===== config.mk =====
export PLATFORM = sky130hd
export DESIGN_NAME = video_tpg_timing
export DESIGN_NICKNAME = d
export VERILOG_FILES = /design/src/rtl/video_tpg_timing.sv
export SDC_FILE = /design/constraint.sdc
export NUM_CORES = 1
export LEC_CHECK = 0
export CORE_MARGIN = 2
export CORE_UTILIZATION = 30
export CTS_CLUSTER_DIAMETER = 50
export DETAILED_ROUTE_END_ITERATION = 10
export DONT_BUFFER_PORTS = 1
export GPL_TIMING_DRIVEN = 0
export PLACE_DENSITY = 0.55
export SLEW_MARGIN = 20
export SYNTH_ARGS = -nofsm -noshare
export SYNTH_HDL_FRONTEND = slang
export SYNTH_SLANG_ARGS = --single-unit

===== constraint.sdc =====
create_clock -name sys_clk -period 3.7 [get_ports sys_clk]
set_input_delay 0.74 -clock sys_clk [delete_from_list [all_inputs] [get_ports sys_clk]]
set_output_delay 0.74 -clock sys_clk [all_outputs]
set_load 0.02 [all_outputs]

===== src/rtl/video_tpg_timing.sv =====
// Video timing generator and test-pattern source (colour bars, solid, gray ramp, checkerboard).
// Latency: every output registered, 1 cycle after the (h_cnt, v_cnt) position it describes.
// Backpressure: none; pix_en low freezes counters and outputs (frame_start forced low).
// Optional macro VIDEO_TPG_SCROLL_EN adds frame_cnt and scrolls the ramp/checkerboard per frame.
module video_tpg_timing #(
  parameter int H_SYNC   = 44,
  parameter int H_BACK   = 148,
  parameter int H_ACTIVE = 1920,
  parameter int H_FRONT  = 88,
  parameter int V_SYNC   = 5,
  parameter int V_BACK   = 36,
  parameter int V_ACTIVE = 1080,
  parameter int V_FRONT  = 4,
  parameter int HS_POL   = 1,
  parameter int VS_POL   = 1,
  parameter int CHK_LOG2 = 5,
  parameter int CW       = 13
) (
  input  logic          sys_clk,
  input  logic          sys_rst,
  input  logic          pix_en,
  input  logic [1:0]    mode,
  input  logic [23:0]   solid_rgb,
  output logic [23:0]   rgb,
  output logic          de,
  output logic          hs,
  output logic          vs,
  output logic [CW-1:0] pix_x,
  output logic [CW-1:0] pix_y,
  output logic          frame_start
`ifdef VIDEO_TPG_SCROLL_EN
  ,
  output logic [15:0]   frame_cnt
`endif
);

  localparam int H_TOTAL = H_SYNC + H_BACK + H_ACTIVE + H_FRONT;
  localparam int V_TOTAL = V_SYNC + V_BACK + V_ACTIVE + V_FRONT;

  localparam logic [CW-1:0] H_MAX   = CW'(H_TOTAL - 1);
  localparam logic [CW-1:0] V_MAX   = CW'(V_TOTAL - 1);
  localparam logic [CW-1:0] H_SYNC_C = CW'(H_SYNC);
  localparam logic [CW-1:0] V_SYNC_C = CW'(V_SYNC);
  localparam logic [CW-1:0] H_ACT0  = CW'(H_SYNC + H_BACK);
  localparam logic [CW-1:0] H_ACT1  = CW'(H_SYNC + H_BACK + H_ACTIVE);
  localparam logic [CW-1:0] V_ACT0  = CW'(V_SYNC + V_BACK);
  localparam logic [CW-1:0] V_ACT1  = CW'(V_SYNC + V_BACK + V_ACTIVE);
  localparam logic [CW-1:0] BW_M1   = CW'(H_ACTIVE / 8 - 1);
  localparam logic          HS_ON   = (HS_POL != 0);
  localparam logic          VS_ON   = (VS_POL != 0);

  logic [CW-1:0] h_cnt_q, h_cnt_d, v_cnt_q, v_cnt_d;
  logic [CW-1:0] bar_pix_q, bar_pix_d;
  logic [2:0]    bar_idx_q, bar_idx_d;
  logic [1:0]    mode_r_q, mode_r_d;
  logic [23:0]   rgb_q, rgb_d;
  logic          de_q, de_d, hs_q, hs_d, vs_q, vs_d, fs_q, fs_d;
  logic [CW-1:0] pix_x_q, pix_x_d, pix_y_q, pix_y_d;

  logic          h_act, v_act, act, fs_c, frame_wrap;
  logic [CW-1:0] x_c, y_c, chk_x;
  logic [7:0]    ramp;
  logic [23:0]   bar_rgb, rgb_c;
  logic [15:0]   fcnt;

`ifdef VIDEO_TPG_SCROLL_EN
  logic [15:0] frame_cnt_q, frame_cnt_d;

  // Frame counter steps at the frame boundary so it reads N for the whole of frame N
  always_comb begin
    frame_cnt_d = frame_cnt_q;
    if (frame_wrap) frame_cnt_d = frame_cnt_q + 16'd1;
  end

  assign fcnt      = frame_cnt_q;
  assign frame_cnt = frame_cnt_q;
`else
  assign fcnt = 16'd0;
`endif

  // Raster counters: h wraps each line, v steps on h wrap and wraps at the end of the frame
  always_comb begin
    h_cnt_d = h_cnt_q;
    v_cnt_d = v_cnt_q;
    if (pix_en) begin
      if (h_cnt_q == H_MAX) begin
        h_cnt_d = '0;
        v_cnt_d = (v_cnt_q == V_MAX) ? '0 : v_cnt_q + CW'(1);
      end else begin
        h_cnt_d = h_cnt_q + CW'(1);
      end
    end
  end

  // Position decode for the current raster point
  always_comb begin
    h_act      = (h_cnt_q >= H_ACT0) && (h_cnt_q < H_ACT1);
    v_act      = (v_cnt_q >= V_ACT0) && (v_cnt_q < V_ACT1);
    act        = h_act && v_act;
    x_c        = act ? h_cnt_q - H_ACT0 : '0;
    y_c        = act ? v_cnt_q - V_ACT0 : '0;
    fs_c       = (h_cnt_q == '0) && (v_cnt_q == '0);
    frame_wrap = pix_en && (h_cnt_q == H_MAX) && (v_cnt_q == V_MAX);
    mode_r_d   = (pix_en && fs_c) ? mode : mode_r_q;
  end

  // Bar position counters: cleared outside the active span, index saturates at the last bar
  always_comb begin
    bar_pix_d = bar_pix_q;
    bar_idx_d = bar_idx_q;
    if (pix_en) begin
      if (!h_act) begin
        bar_pix_d = '0;
        bar_idx_d = '0;
      end else if (bar_pix_q == BW_M1) begin
        bar_pix_d = '0;
        if (bar_idx_q != 3'd7) bar_idx_d = bar_idx_q + 3'd1;
      end else begin
        bar_pix_d = bar_pix_q + CW'(1);
      end
    end
  end

  // Pattern select; mode_r only changes at a frame start so a frame never mixes patterns
  always_comb begin
    case (bar_idx_q)
      3'd0:    bar_rgb = 24'hFFFFFF;
      3'd1:    bar_rgb = 24'hFFFF00;
      3'd2:    bar_rgb = 24'h00FFFF;
      3'd3:    bar_rgb = 24'h00FF00;
      3'd4:    bar_rgb = 24'hFF00FF;
      3'd5:    bar_rgb = 24'hFF0000;
      3'd6:    bar_rgb = 24'h0000FF;
      default: bar_rgb = 24'h000000;
    endcase
    ramp  = x_c[7:0] + fcnt[7:0];
    chk_x = x_c + CW'(fcnt);
    rgb_c = '0;
    if (act) begin
      case (mode_r_q)
        2'd0:    rgb_c = bar_rgb;
        2'd1:    rgb_c = solid_rgb;
        2'd2:    rgb_c = {ramp, ramp, ramp};
        default: rgb_c = (chk_x[CHK_LOG2] ^ y_c[CHK_LOG2]) ? 24'h000000 : 24'hFFFFFF;
      endcase
    end
  end

  // Output stage: load decoded values when enabled, otherwise hold (frame_start drops)
  always_comb begin
    rgb_d   = pix_en ? rgb_c : rgb_q;
    de_d    = pix_en ? act : de_q;
    hs_d    = pix_en ? ((h_cnt_q < H_SYNC_C) ? HS_ON : ~HS_ON) : hs_q;
    vs_d    = pix_en ? ((v_cnt_q < V_SYNC_C) ? VS_ON : ~VS_ON) : vs_q;
    pix_x_d = pix_en ? x_c : pix_x_q;
    pix_y_d = pix_en ? y_c : pix_y_q;
    fs_d    = pix_en && fs_c;
  end

  // State and output registers
  always_ff @(posedge sys_clk or posedge sys_rst) begin
    if (sys_rst) begin
      h_cnt_q   <= '0;
      v_cnt_q   <= '0;
      bar_pix_q <= '0;
      bar_idx_q <= '0;
      mode_r_q  <= '0;
      rgb_q     <= '0;
      de_q      <= 1'b0;
      hs_q      <= ~HS_ON;
      vs_q      <= ~VS_ON;
      pix_x_q   <= '0;
      pix_y_q   <= '0;
      fs_q      <= 1'b0;
`ifdef VIDEO_TPG_SCROLL_EN
      frame_cnt_q <= '0;
`endif
    end else begin
      h_cnt_q   <= h_cnt_d;
      v_cnt_q   <= v_cnt_d;
      bar_pix_q <= bar_pix_d;
      bar_idx_q <= bar_idx_d;
      mode_r_q  <= mode_r_d;
      rgb_q     <= rgb_d;
      de_q      <= de_d;
      hs_q      <= hs_d;
      vs_q      <= vs_d;
      pix_x_q   <= pix_x_d;
      pix_y_q   <= pix_y_d;
      fs_q      <= fs_d;
`ifdef VIDEO_TPG_SCROLL_EN
      frame_cnt_q <= frame_cnt_d;
`endif
    end
  end

  assign rgb         = rgb_q;
  assign de          = de_q;
  assign hs          = hs_q;
  assign vs          = vs_q;
  assign pix_x       = pix_x_q;
  assign pix_y       = pix_y_q;
  assign frame_start = fs_q;

endmodule


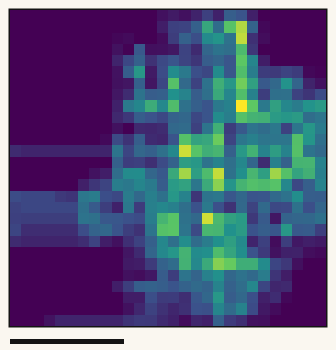
Fig. 1. Wire density map.
Bar = 50 microns. The die is cut into 28 by 28 equal tiles; dark purple is low, yellow is high, scaled to the fullest tile. Values are wire area over tile area, all layers added.
tiles over half the peak = 12%
emptiest ninth of the die = upper left
fullest tile = 0.56

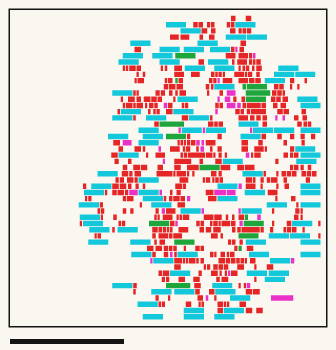
Fig. 2. Placement by cell class.
Bar = 50 microns.
clock drivers and dummy loads -> green  # cells 16, share of their area 5.8%
remaining buffers and delay cells -> magenta  # cells 41, share of their area 4.2%
sequential cells -> cyan  # cells 98, share of their area 42%
remaining logic cells -> red  # cells 432, share of their area 48%
row count: 49
fraction of area in registers: 0.404
final core utilization: 0.340
core region area: 17800 sq um

==> reports/results.tsv <==
stage	metric	value	unit
clock_network	cts_hold_buf	0	
outcome	status	finished clean	
layout	final_cell_area	6070	sq um
power	seq_power	1160	uW
floorplanning	die-area	19100	sq um
critical_path	r2r_slack	1210	ps
detailed_routing	via_per_inst	5.21	
final_timing	setup_ws	1090	ps
detailed_routing	finalWirelength	14600	microns
power	intPower	1860	uW
grt	grt_pass1_vias	4246	
grt	antenna_found_initial	0	
final_timing	fin_crit	2610	ps
worst_hold_path	min-delay-path-class	primary input to asynchronous set/reset pin	
floorplanning	die_y	138	microns
grt	grt_usage	0.155	
synth	flop_cell	dfrtp_1	
grt	gr-total-overflow	0	
synth	yosys-stat-area	5420	sq um
critical_path	crit_end	pix_x[7]	
power	pg_clk	1060	uW
synth	synth.avg_cell_area	9.50	sq um
power	powerComb	301	uW
placement	placed_cell_area	5730	sq um
power	p_seq_frac	0.461	
critical_path	reg2reg_to	pix_x[7]	
clock_network	cts_resized	0	
synth	ys_seq_frac	0.453	
critical_path	path_max_fanout	10	
flow_run	maxCapViolCount	0	
floorplanning	die_w	138	microns
grt	grt_max_degree	66	
critical_path	path_class	primary input to register	
final_timing	max_slew_margin	0.432	
power	power_density	415	nW/um^2
detailed_routing	dr.first_iter.drc_count	347	
[cell usage in the layout (no fill, tap or decap), types with 4 or more instances in the layout]
| cell type | instances |
|---|---|
| nand2b_1 | 21 |
| clkbuf_16 | 9 |
| o21ai_0 | 40 |
| and2_1 | 7 |
| o21a_1 | 6 |
| a31oi_1 | 12 |
| o22ai_1 | 13 |
| a21oi_1 | 20 |
| or3_1 | 8 |
| buf_1 | 5 |
| xnor2_1 | 20 |
| nand4_1 | 15 |
| clkbuf_1 | 17 |
| o31a_1 | 5 |
| a22oi_1 | 6 |
| nor4_1 | 4 |
| buf_2 | 12 |
| inv_1 | 40 |
| o2bb2ai_1 | 4 |
| nor2_1 | 33 |
| nand3_1 | 30 |
| and3_1 | 6 |
| dfrtp_1 | 98 |
| ha_1 | 16 |
| nor3_1 | 9 |
| o31ai_1 | 8 |
| o22ai_2 | 4 |
| buf_6 | 5 |
| nand2_1 | 43 |
| xor2_1 | 20 |
[layer usage]
layer / vias up / wire length, microns / GRT usage
met5: - / 0 / 0
met4: 0 / 206 / 0.0424
met3: 12 / 1170 / 0.0540
met2: 135 / 6650 / 0.243
met1: 2105 / 6580 / 0.204
li1: 2000 / - / -
[cell type report]
| class | instances | area (sq um) |
|---|---|---|
| multi-input combinational | 391 | 2590 |
| clock inverter | 6 | 105 |
| buffer | 40 | 218 |
| sequential | 98 | 2450 |
| timing repair buffer | 1 | 27.5 |
| clock buffer | 10 | 229 |
| fill | 1786 | 11800 |
| tap | 229 | 287 |
| inverter | 41 | 159 |
[sequential cells by signal, indices dropped and copies added (netlist names)]
name         cells
frame_start      1
mode_r_q         2
bar_pix_q       13
rgb             24
vs               1
pix_y           13
v_cnt_q         13
de               1
h_cnt_q         13
bar_idx_q        3
pix_x           13
hs               1
[metrics by stage]
step / total power (uW) / std cells / TNS (ps) / utilization
after floorplan: 1380 / 570 / 0 / -
after global placement: 1470 / 799 / -60690 / 0.320
after detailed placement: 1480 / 800 / 0 / 0.321
after CTS: 2540 / 816 / 0 / 0.340
after global routing: 2620 / 816 / 0 / 0.340
final: 2520 / 816 / 0 / 0.340
[cell families (layout without fill, tap and decap cells)]
logic type / Yosys count / in the layout / synth area share
multiplexers: 4 / 4 / 0.00809
AND/OR/NAND/NOR: 195 / 195 / 0.197
AND-OR/OR-AND: 135 / 135 / 0.167
XOR/XNOR: 41 / 41 / 0.0689
flip-flops: 98 / 98 / 0.453
buffers and inverters: 81 / 98 / 0.0686
adder cells (fa/ha/maj): 16 / 16 / 0.0370
[worst reg2reg max path, cell delays in order, from the launching register on]
cell     delay (ps)
dfrtp_1         480
or3_4           460
a21o_1          170
a311o_1         380
nand3_2         170
buf_2           290
buf_2           270
o22ai_1         120
[cell usage after synthesis (all sizes together) (2+ instances only)]
master,count
o31ai,8
o22ai,17
o2bb2ai,4
nand2,43
nand4,15
xor2,20
dfrtp,98
or3,10
nor3,10
nand3,32
clkbuf,16
and4,2
nand3b,2
a31oi,12
xnor2,20
nor2,33
and3,7
ha,16
a21o,3
a21oi,22
and2,7
nor2b,2
o21a,7
nand2b,21
o31a,5
buf,24
mux2,3
nor4,7
a22oi,7
inv,41
o21ai,42
Power is estimated from default activity; no workload was simulated.
